## src/rtl/fifo_ctrl_pkg.sv

```systemverilog
// Shared types and helpers for the register-file backed FIFO controller.
package fifo_ctrl_pkg;

  typedef enum logic [1:0] {
    S_EMPTY,
    S_PART,
    S_FULL
  } state_e;

  localparam int RF_ADDR_W = 5;

  // Register-file entry 0 is hardwired to zero, so queue slots start at 1.
  localparam logic [RF_ADDR_W-1:0] FIRST_SLOT = 5'd1;

  // Advance a slot pointer, wrapping from the last slot back to FIRST_SLOT.
  function automatic logic [RF_ADDR_W-1:0] ptr_inc(input logic [RF_ADDR_W-1:0] ptr,
                                                   input logic [RF_ADDR_W-1:0] last);
    return (ptr == last) ? FIRST_SLOT : ptr + 5'd1;
  endfunction

endpackage

```

## src/rtl/fifo_ctrl_edge_pulse.sv

```systemverilog
// Rising-edge detector: one-cycle pulse in the same cycle a level first reads high.
module edge_pulse (
  input  logic clk,
  input  logic rstn,
  input  logic level_i,
  output logic pulse_o
);

  logic prev_q;

  // Remember last cycle's level so a held level only fires once.
  // NOTE: sequential state uses non-blocking assignments so every register samples pre-edge values.
  always_ff @(posedge clk) begin
    if (!rstn) prev_q <= 1'b0;
    else       prev_q <= level_i;
  end

  assign pulse_o = level_i & ~prev_q;

endmodule

```

## src/rtl/fifo_ctrl.sv

```systemverilog
// Circular FIFO controller over a 32x32 register file (slots 1..DEPTH).
// Optional build macro FIFO_CTRL_EDGE_EN: enq/deq are levels, qualified by
// rising-edge detectors; undefined, they are used directly as per-cycle requests.
module fifo_ctrl
  import fifo_ctrl_pkg::*;
#(
  parameter int DEPTH  = 8,
  parameter int DATA_W = 32
) (
  input  logic                 clk,
  input  logic                 rstn,
  input  logic                 enq,
  input  logic                 deq,
  input  logic [DATA_W-1:0]    din,
  output logic [DATA_W-1:0]    dout,
  output logic                 dout_valid,
  output logic                 full,
  output logic                 empty,
  output logic [4:0]           count,
  output logic                 ovf,
  output logic                 udf,
  output logic                 rf_we,
  output logic [RF_ADDR_W-1:0] rf_wa,
  output logic [DATA_W-1:0]    rf_wd,
  output logic [RF_ADDR_W-1:0] rf_ra,
  input  logic [DATA_W-1:0]    rf_rd
);

  localparam logic [RF_ADDR_W-1:0] LAST_SLOT = RF_ADDR_W'(DEPTH);

  state_e                 state_q;
  logic [RF_ADDR_W-1:0]   hd_q, tl_q;
  logic [4:0]             count_q, count_d;
  logic [DATA_W-1:0]      dout_q;
  logic                   dout_valid_q, ovf_q, udf_q;
  logic                   enq_req, deq_req, do_enq, do_deq;

`ifdef FIFO_CTRL_EDGE_EN
  edge_pulse u_enq_edge (.clk(clk), .rstn(rstn), .level_i(enq), .pulse_o(enq_req));
  edge_pulse u_deq_edge (.clk(clk), .rstn(rstn), .level_i(deq), .pulse_o(deq_req));
`else
  assign enq_req = enq;
  assign deq_req = deq;
`endif

  assign full  = (state_q == S_FULL);
  assign empty = (state_q == S_EMPTY);

  // A dequeue frees a slot in the same cycle, so a full FIFO still accepts enq+deq.
  assign do_deq = deq_req & ~empty;
  assign do_enq = enq_req & (~full | do_deq);

  // Occupancy after this cycle's accepted requests.
  // NOTE: count_d is assigned on every path first, so no latch is inferred.
  always_comb begin
    count_d = count_q;
    if (do_enq && !do_deq)      count_d = count_q + 5'd1;
    else if (do_deq && !do_enq) count_d = count_q - 5'd1;
  end

  // Register-file ports: the write lands at the edge, so a same-cycle read of the
  // same slot (full, enq+deq) still returns the old head.
  // NOTE: the register file itself is never cleared; reset only rewinds pointers.
  assign rf_we = do_enq & rstn;
  assign rf_wa = tl_q;
  assign rf_wd = din;
  assign rf_ra = hd_q;

  // Pointers, occupancy, occupancy state and registered result/status pulses.
  always_ff @(posedge clk) begin
    if (!rstn) begin
      state_q      <= S_EMPTY;
      hd_q         <= FIRST_SLOT;
      tl_q         <= FIRST_SLOT;
      count_q      <= 5'd0;
      dout_q       <= '0;
      dout_valid_q <= 1'b0;
      ovf_q        <= 1'b0;
      udf_q        <= 1'b0;
    end else begin
      if (do_enq) tl_q <= ptr_inc(tl_q, LAST_SLOT);
      if (do_deq) begin
        hd_q   <= ptr_inc(hd_q, LAST_SLOT);
        dout_q <= rf_rd;
      end
      count_q      <= count_d;
      dout_valid_q <= do_deq;
      ovf_q        <= enq_req & full & ~do_deq;
      udf_q        <= deq_req & empty;
      case (state_q)
        S_EMPTY: if (do_enq)                 state_q <= (count_d == LAST_SLOT) ? S_FULL : S_PART;
        S_PART:  if (count_d == LAST_SLOT)   state_q <= S_FULL;
                 else if (count_d == 5'd0)   state_q <= S_EMPTY;
        S_FULL:  if (do_deq && !do_enq)      state_q <= S_PART;
        default:                             state_q <= S_EMPTY;
      endcase
    end
  end

  assign dout       = dout_q;
  assign dout_valid = dout_valid_q;
  assign count      = count_q;
  assign ovf        = ovf_q;
  assign udf        = udf_q;

endmodule

```

## config.mk

```make
export PLATFORM = sky130hd
export DESIGN_NAME = fifo_ctrl
export DESIGN_NICKNAME = d
export VERILOG_FILES = /design/src/rtl/fifo_ctrl_pkg.sv /design/src/rtl/fifo_ctrl_edge_pulse.sv /design/src/rtl/fifo_ctrl.sv
export SDC_FILE = /design/constraint.sdc
export NUM_CORES = 1
export LEC_CHECK = 0
export CAP_MARGIN = 20
export CORE_UTILIZATION = 40
export CTS_CLUSTER_SIZE = 25
export DETAILED_ROUTE_END_ITERATION = 6
export GPL_TIMING_DRIVEN = 0
export PLACE_DENSITY = 0.89
export SETUP_SLACK_MARGIN = 0.02
export SYNTH_ARGS = -nofsm -noshare
export SYNTH_HDL_FRONTEND = slang
export SYNTH_SLANG_ARGS = --single-unit
```

## constraint.sdc

```tcl
create_clock -name clk -period 4.75 [get_ports clk]
set_input_delay 0.475 -clock clk [delete_from_list [all_inputs] [get_ports clk]]
set_output_delay 0.475 -clock clk [all_outputs]
set_load 0.03 [all_outputs]
```

==> run summary, run 1 <==
Most frequent cell after synthesis: nand2_1
Asr flop ratio synth: 0%
Postcts setup bufs: 0
Hold path startpoint: dout[28]
Clk root buf: clkbuf_8
Iteration-0 DRC Markers: 56
Die area: 6583 sq um
Antenna violations before repair: 0
Startpoint class of the critical path: primary input
Non-CTS inverters: 7
Post-route setup slack: 1600 ps
Post-Synthesis Cells: 295
Vias per Instance: 4.779
Pleak: 1.485 nW
Top cell area share: 41.56%
Ranking of synthesized cells by area: dfxtp_1 42%, nand2_1 11%, a21boi_0 9.9%
Hold_buf cts: 0
Crit Path Max Fanout: 10
Cell Type Count: 40
H-Tree Level Count: 2
IO Pins: 153
Slew Limit Fails: 0
Die H: 81.14 microns
Number of diodes: 0
Late-Pin Clk Latency: 290 ps
Area fraction of clock buffers and clock inverters: 2.379%
Fmax: 317.5 MHz
Ys flop type: dfxtp_1
Combinational gate area: 1129 sq um
DP HPWL: 4822 microns
Fin crit share: 66.32%
RSZ-0062 raised after global routing: no
Flip-flops with a built-in enable: 0
Nets: 496
Run status: finished clean
Final setup vio count: 0
Crit path DAT: 2680 ps
TNS Setup: 0 ps
Buffering overhead: 38.80%
-- run 1: critical path, cell delays in order --
cell             delay (ps)
clkdlybuf4s50_1         510
clkbuf_1                360
o31a_1                  200
clkbuf_1                280
and2_1                  180
clkdlybuf4s50_1         670
-- run 1: kinds of logic after synthesis --
logic type,synth area share [%]
buffers and inverters,13.39
and+or+nand+nor,21.63
xor gates and xnor gates,4.895
muxes,0.8491
AOI/OAI and AO/OA,14.69
DFF,41.56
adders and majority gates,2.997
-- run 1: metal layers --
layer	GRT usage, %	wire length [microns]
met3	4.045	504
met5	0	0
met2	35.55	3103
met4	6.429	61
met1	19.16	2528
-- run 1: flip-flops by register name, indices dropped and copies added, names as in the netlist --
register,count
udf,1
rf_ra,5
dout,32
dout_valid,1
rf_wa,5
state_q,2
count,5
ovf,1
-- run 1: worst paths after layout --
kind,end,slack [ps],depth (start not counted)
hold / removal,dout[28],470,2
hold reg to reg,dout[28],470,2
setup / recovery,rf_we,1600,6
setup reg to reg,state_q[1],2510,7
-- run 1: where the power goes --
part	switching (mW)	total, mW	leakage (nW)	internal, mW
Sequential	0.0487	0.551	0.424	0.502
Clock	0.140	0.256	0.0510	0.117
Combinational	0.374	0.657	1.01	0.283
-- run 1: per-stage QoR --
step                hold slack [ps]  power [mW]  utilization [%]  instance area (sq um)  instances
floorplan                     589.5      0.9673                -                   2505        295
global placement              449.7       1.204            63.43                   3800        490
detailed placement            456.5       1.220            63.43                   3800        490
CTS                           469.5       1.474            64.97                   3892        498
global route                  486.8       1.552            64.97                   3892        498
finish                        466.9       1.464            64.97                   3892        498
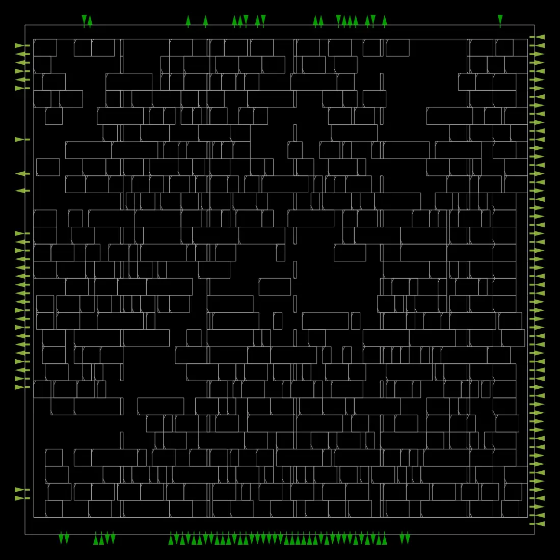
(run_1/final_placement.png)
Seq/total area: 26.74%
# fillers: 508
num rows: 28
fin util: 64.97%

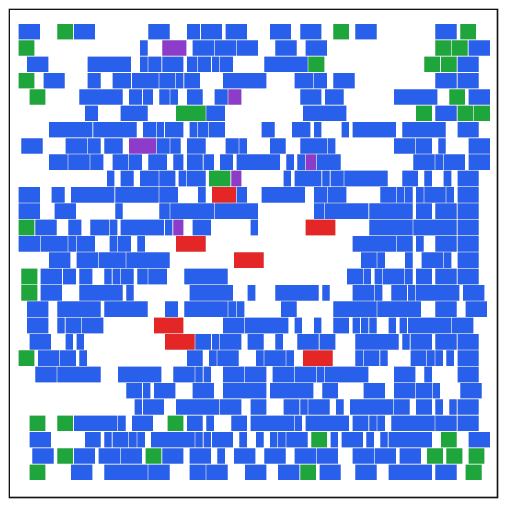
(run_1/drive_strength.png)
Scale: 6 px per micron.
| color | size | cells | share |
|---|---|---|---|
| blue | drive 1 or less | 376 | 89% |
| green | drive 3 to 4 | 34 | 8.0% |
| purple | drive 2 | 6 | 1.4% |
| red | drive 6 and up | 7 | 1.7% |

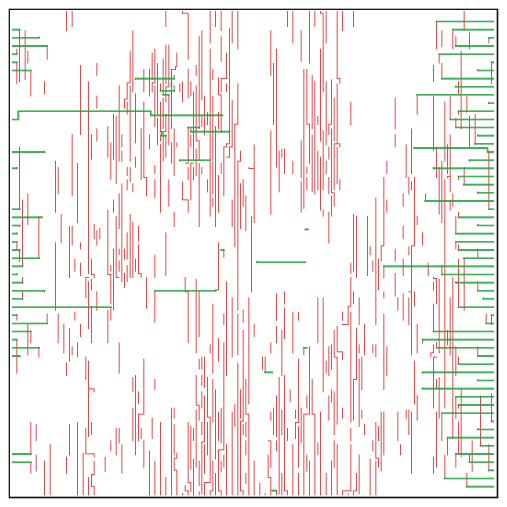
(run_1/metal_stack.png)
Scale: 6 px per micron. Only two layers are drawn.
| color | layer | wire length |
|---|---|---|
| red | met2 | 3,100 microns |
| green | met3 | 504 microns |
total number of vias: 2,380
WL final: 6198 microns
WL per Instance: 12.45 microns

==> run_1/pins.png <==
Scale: 6 px per micron. Pins as bars across the die edge, other pins in gray.
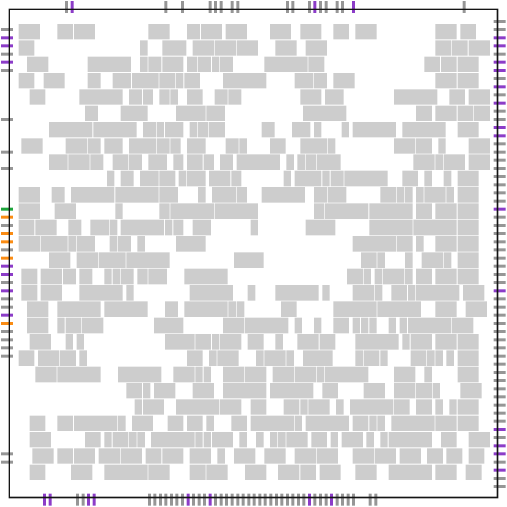

--- run 2 (diff from run 1) ---
--- a/config.mk
+++ b/config.mk
@@ -6,11 +6,11 @@
 export NUM_CORES = 1
 export LEC_CHECK = 0
 export CAP_MARGIN = 20
-export CORE_UTILIZATION = 40
+export CORE_UTILIZATION = 34
 export CTS_CLUSTER_SIZE = 25
 export DETAILED_ROUTE_END_ITERATION = 6
 export GPL_TIMING_DRIVEN = 0
-export PLACE_DENSITY = 0.89
+export PLACE_DENSITY = 0.8
 export SETUP_SLACK_MARGIN = 0.02
 export SYNTH_ARGS = -nofsm -noshare
 export SYNTH_HDL_FRONTEND = slang
==> constraint.sdc (replaced) <==
create_clock -name clk -period 2.6 [get_ports clk]
set_input_delay 0.26 -clock clk [delete_from_list [all_inputs] [get_ports clk]]
set_output_delay 0.26 -clock clk [all_outputs]
set_load 0.03 [all_outputs]
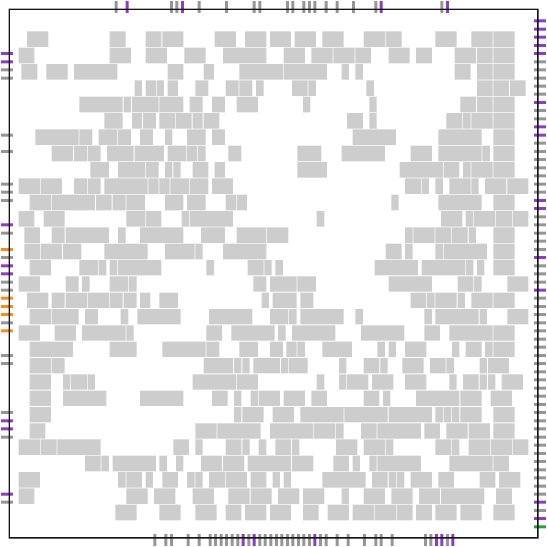
(run_2/pins.png)
Scale: 6 px per micron. Pins as bars across the die edge, other pins in gray.
| color | port | pins | direction | edge |
|---|---|---|---|---|
| purple | rf_wd | 32 | output | 14 right, 8 left, 6 bottom, 4 top |
| orange | rf_wa | 5 | output | left |
| green | rstn | 1 | input | right |
Die Wd: 87.84 microns
Port-buffer cells: 120

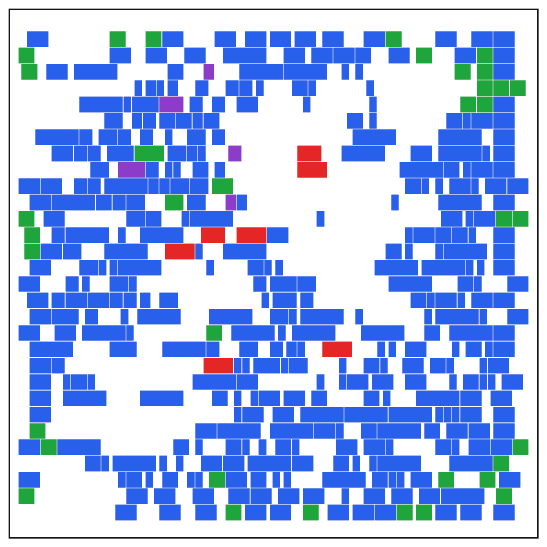
(run_2/drive_strength.png)
Scale: 6 px per micron.
| color | size | cells | share |
|---|---|---|---|
| green | drive 3 to 4 | 36 | 8.5% |
| purple | drive 2 | 5 | 1.2% |
| red | drive 6 and up | 7 | 1.7% |
| blue | drive 1 or less | 374 | 89% |

==> run summary, run 2 <==
Fin crit share: 94.09%
Cell Type Count: 40
Ranking of synthesized cells by area: dfxtp_1 42%, nand2_1 11%, a21boi_0 9.9%
Fin util: 56.45%
Fmax: 408.8 MHz
Late-Pin Clk Latency: 310 ps
Tool warnings: 29
Number of diodes: 0
Slew Limit Fails: 0
Max reg flops: 32
Postcts setup bufs: 0
Most frequent logic cell in the layout: clkdlybuf4s50_1
Ys flop type: dfxtp_1
Num rows: 30
Post-route setup slack: 153.7 ps
Post-Layout Cell Count: 518
RSZ-0062 raised after global routing: no
WL final: 6462 microns
Clk root buf: clkbuf_8
DP HPWL: 4974 microns
Crit Path Max Fanout: 10
Placed instance area: 3826 sq um
TNS Setup: 0 ps
Crit-path most repeated cell: clkdlybuf4s50_1
Placed instance count: 511
Total number of vias: 2,371
Die area: 7715 sq um
Crit path DAT: 2190 ps
Vias per Instance: 4.577
Flip-flops with a built-in enable: 0
Total grt overflow: 0
Run status: finished clean
Most frequent cell after synthesis: nand2_1
R2r setup slk: 400 ps
Nets: 495
H-Tree Level Count: 2
Pleak: 1.482 nW
IO Pins: 153
# fillers: 633
Design area: 3920 sq um
Ys Warns: 0
CP max stage delay: 660 ps
Asr flop ratio synth: 0%
Iteration-0 DRC Markers: 52
Combinational gate area: 1129 sq um
Hold Slack: 466.6 ps
Antenna violations before repair: 0
Startpoint class of the critical path: primary input
Worst path slowest cell: clkdlybuf4s50_1
-- run 2: cell counts after synthesis --
Identical to the previous run, type by type.
-- run 2: critical path: cells and delay by family --
kind / cells / cell delay (ps)
and+or+nand+nor: 1 / 180
AOI/OAI and AO/OA: 1 / 340
buffers and inverters: 3 / 1400
-- run 2: power breakdown --
part / total (mW) / leakage (nW) / internal (mW) / switching [mW]
sequential: 1.00 / 0.424 / 0.917 / 0.0880
clock: 0.485 / 0.0463 / 0.198 / 0.287
combinational: 1.21 / 1.01 / 0.518 / 0.695
-- run 2: path summary, 6_finish.rpt --
kind,from,to,cells past startpoint
setup / recovery,enq,rf_we,5
setup reg to reg,count[1],state_q[1],7
hold / removal,dout[0],dout[0],2
hold reg to reg,dout[0],dout[0],2
-- run 2: cell families after synthesis --
| family | after synthesis | synth area share [%] |
|---|---|---|
| buffers and inverters | 55 | 13.39 |
| DFF | 52 | 41.56 |
| AOI/OAI and AO/OA | 50 | 14.69 |
| and+or+nand+nor | 116 | 21.63 |
| adders and majority gates | 6 | 2.997 |
| muxes | 2 | 0.8491 |
| xor gates and xnor gates | 14 | 4.895 |
-- run 2: layout make-up --
class / instances / share of cell area [%]
inverter: 7 / 0.6703
multi-input combinational: 188 / 28.79
buffer: 47 / 7.820
clock inverter: 3 / 0.7022
sequential: 52 / 26.56
tap: 96 / 3.064
clock buffer: 5 / 1.756
timing repair buffer: 120 / 30.64
-- run 2: routing by layer --
metal | vias to the layer above | part of all wire, % | GRT usage (%)
met1 | 1072 | 41 | 18.04
met3 | 4 | 9.4 | 4.524
met2 | 108 | 49 | 29.81
li1 | 1187 | - | -
met5 | - | 0 | 0
met4 | 0 | 0.48 | 3.279
-- run 2: timing repair --
item                                    CTS  global route
endpoints found under the setup margin    1             1
hold buffers                              0             0
resized                                   1             0
==> run_2/port_nets.png <==
Scale: 3 px per micron.
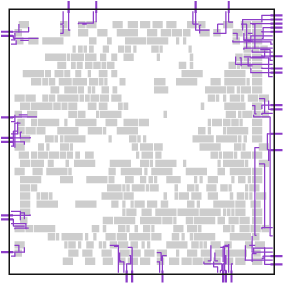

--- run 3 (diff from run 2) ---
--- a/config.mk
+++ b/config.mk
@@ -5,12 +5,14 @@
 export SDC_FILE = /design/constraint.sdc
 export NUM_CORES = 1
 export LEC_CHECK = 0
+export ABC_AREA = 1
 export CAP_MARGIN = 20
 export CORE_UTILIZATION = 34
 export CTS_CLUSTER_SIZE = 25
 export DETAILED_ROUTE_END_ITERATION = 6
 export GPL_TIMING_DRIVEN = 0
 export PLACE_DENSITY = 0.8
+export REMOVE_ABC_BUFFERS = 1
 export SETUP_SLACK_MARGIN = 0.02
 export SYNTH_ARGS = -nofsm -noshare
 export SYNTH_HDL_FRONTEND = slang
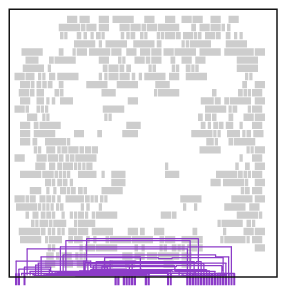
(run_3/port_nets.png)
Scale: 3 px per micron.
| color | port | bits | direction | edge | end cells | buffers | wire |
|---|---|---|---|---|---|---|---|
| purple | rf_wd | 32 | output | bottom | 0 | 0 | 1,330 microns |

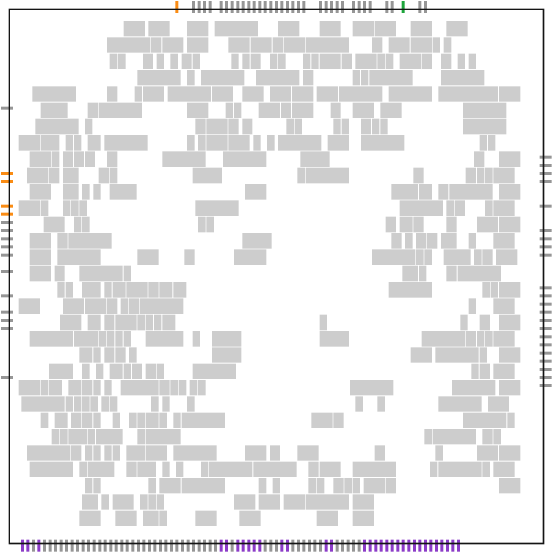
(run_3/pins.png)
Scale: 6 px per micron. Pins as bars across the die edge, other pins in gray.
| color | port | pins | direction | edge |
|---|---|---|---|---|
| green | rstn | 1 | input | top |
| orange | rf_wa | 5 | output | 4 left, 1 top |
| purple | rf_wd | 32 | output | bottom |
all pins by edge: 80 bottom, 35 top, 22 right, 16 left

==> run summary, run 3 <==
Combinational fraction of design power: 55.7%
Hold Slack: 488.9 ps
Post-Synthesis Cells: 344
Nets: 471
H-Tree Level Count: 2
MUX area fraction: 0%
Total number of vias: 2,325
RSZ-0062 raised after global routing: no
Crit Path Max Fanout: 23
Cell Type Count: 30
Largest power group: combinational cells
WL per Instance: 14.21 microns
Most frequent logic cell in the layout: clkdlybuf4s50_1
Pleak: 1.363 nW
Run status: finished clean
Ranking of synthesized cells by area: dfxtp_1 41%, nor2_1 12%, buf_4 9.4%
P_comb: 2.10 mW
Hold_buf cts: 0
Area fraction in compound gates: 10.75%
Asr flop ratio synth: 0%
Clk pwr share: 12.3%
Die area: 7884 sq um
Power in the clock group: 0.464 mW
Top cell area share: 40.64%
Sequential power share: 31.9%
Number of diodes: 0
# fillers: 721
Net Sw Power: 1.707 mW
-- run 3: netlist changes by cell type in the layout (fill, tap and decap cells not counted), moves of 8 or more --
cell	change
buf_4	-32
a21boi_0	-33
xnor2_1	-8
inv_1	+11
clkbuf_1	-9
nand2_1	-35
clkdlybuf4s50_1	-32
o21ai_0	+39
and2_1	-9
nor2_1	+74
-- run 3: worst max-delay path, cell delays in order --
cell and delay [ps]:
clkdlybuf4s50_1 940, buf_16 230, nand2_1 60, inv_1 40, clkdlybuf4s50_1 660
-- run 3: area by class of cell --
cell class / instances / area share [%]
Multi-Input combinational cell: 222 / 33.15
Sequential cell: 52 / 30.58
Timing Repair Buffer: 90 / 27.12
Tap cell: 99 / 3.638
Inverter: 26 / 2.867
Clock buffer: 8 / 2.646
-- run 3: stage by stage --
stage | worst slack, ps | TNS [ps] | util, %
global placement | -160.2 | -542.0 | 45.11
global route | 30.05 | 0 | 46.94
floorplan | 544.6 | 0 | -
finish | 129.8 | 0 | 46.94
detailed placement | 47.13 | 0 | 45.70
CTS | 134.6 | 0 | 46.94
-- run 3: path summary, 6_finish.rpt --
| path | start | end | slack (ps) | cells after the start |
|---|---|---|---|---|
| max | rstn | rf_we | 130 | 5 |
| min reg2reg | dout[18] | dout[18] | 490 | 2 |
| min | dout[18] | dout[18] | 490 | 2 |
| max reg2reg | state_q[1] | state_q[1] | 540 | 11 |
-- run 3: cell families after synthesis --
family | Yosys count
AOI/OAI and AO/OA | 51
xor gates and xnor gates | 4
adders and majority gates | 6
buffers and inverters | 70
DFF | 52
and+or+nand+nor | 161
-- run 3: layer usage --
| layer | global-route usage (%) | part of all wire (%) |
|---|---|---|
| met5 | 3.247 | 0 |
| met4 | 3.519 | 0.51 |
| met3 | 11.47 | 12 |
| met2 | 25.52 | 44 |
| met1 | 21.42 | 43 |
Power figures rest on the tool's default switching activity, not on a simulated workload.
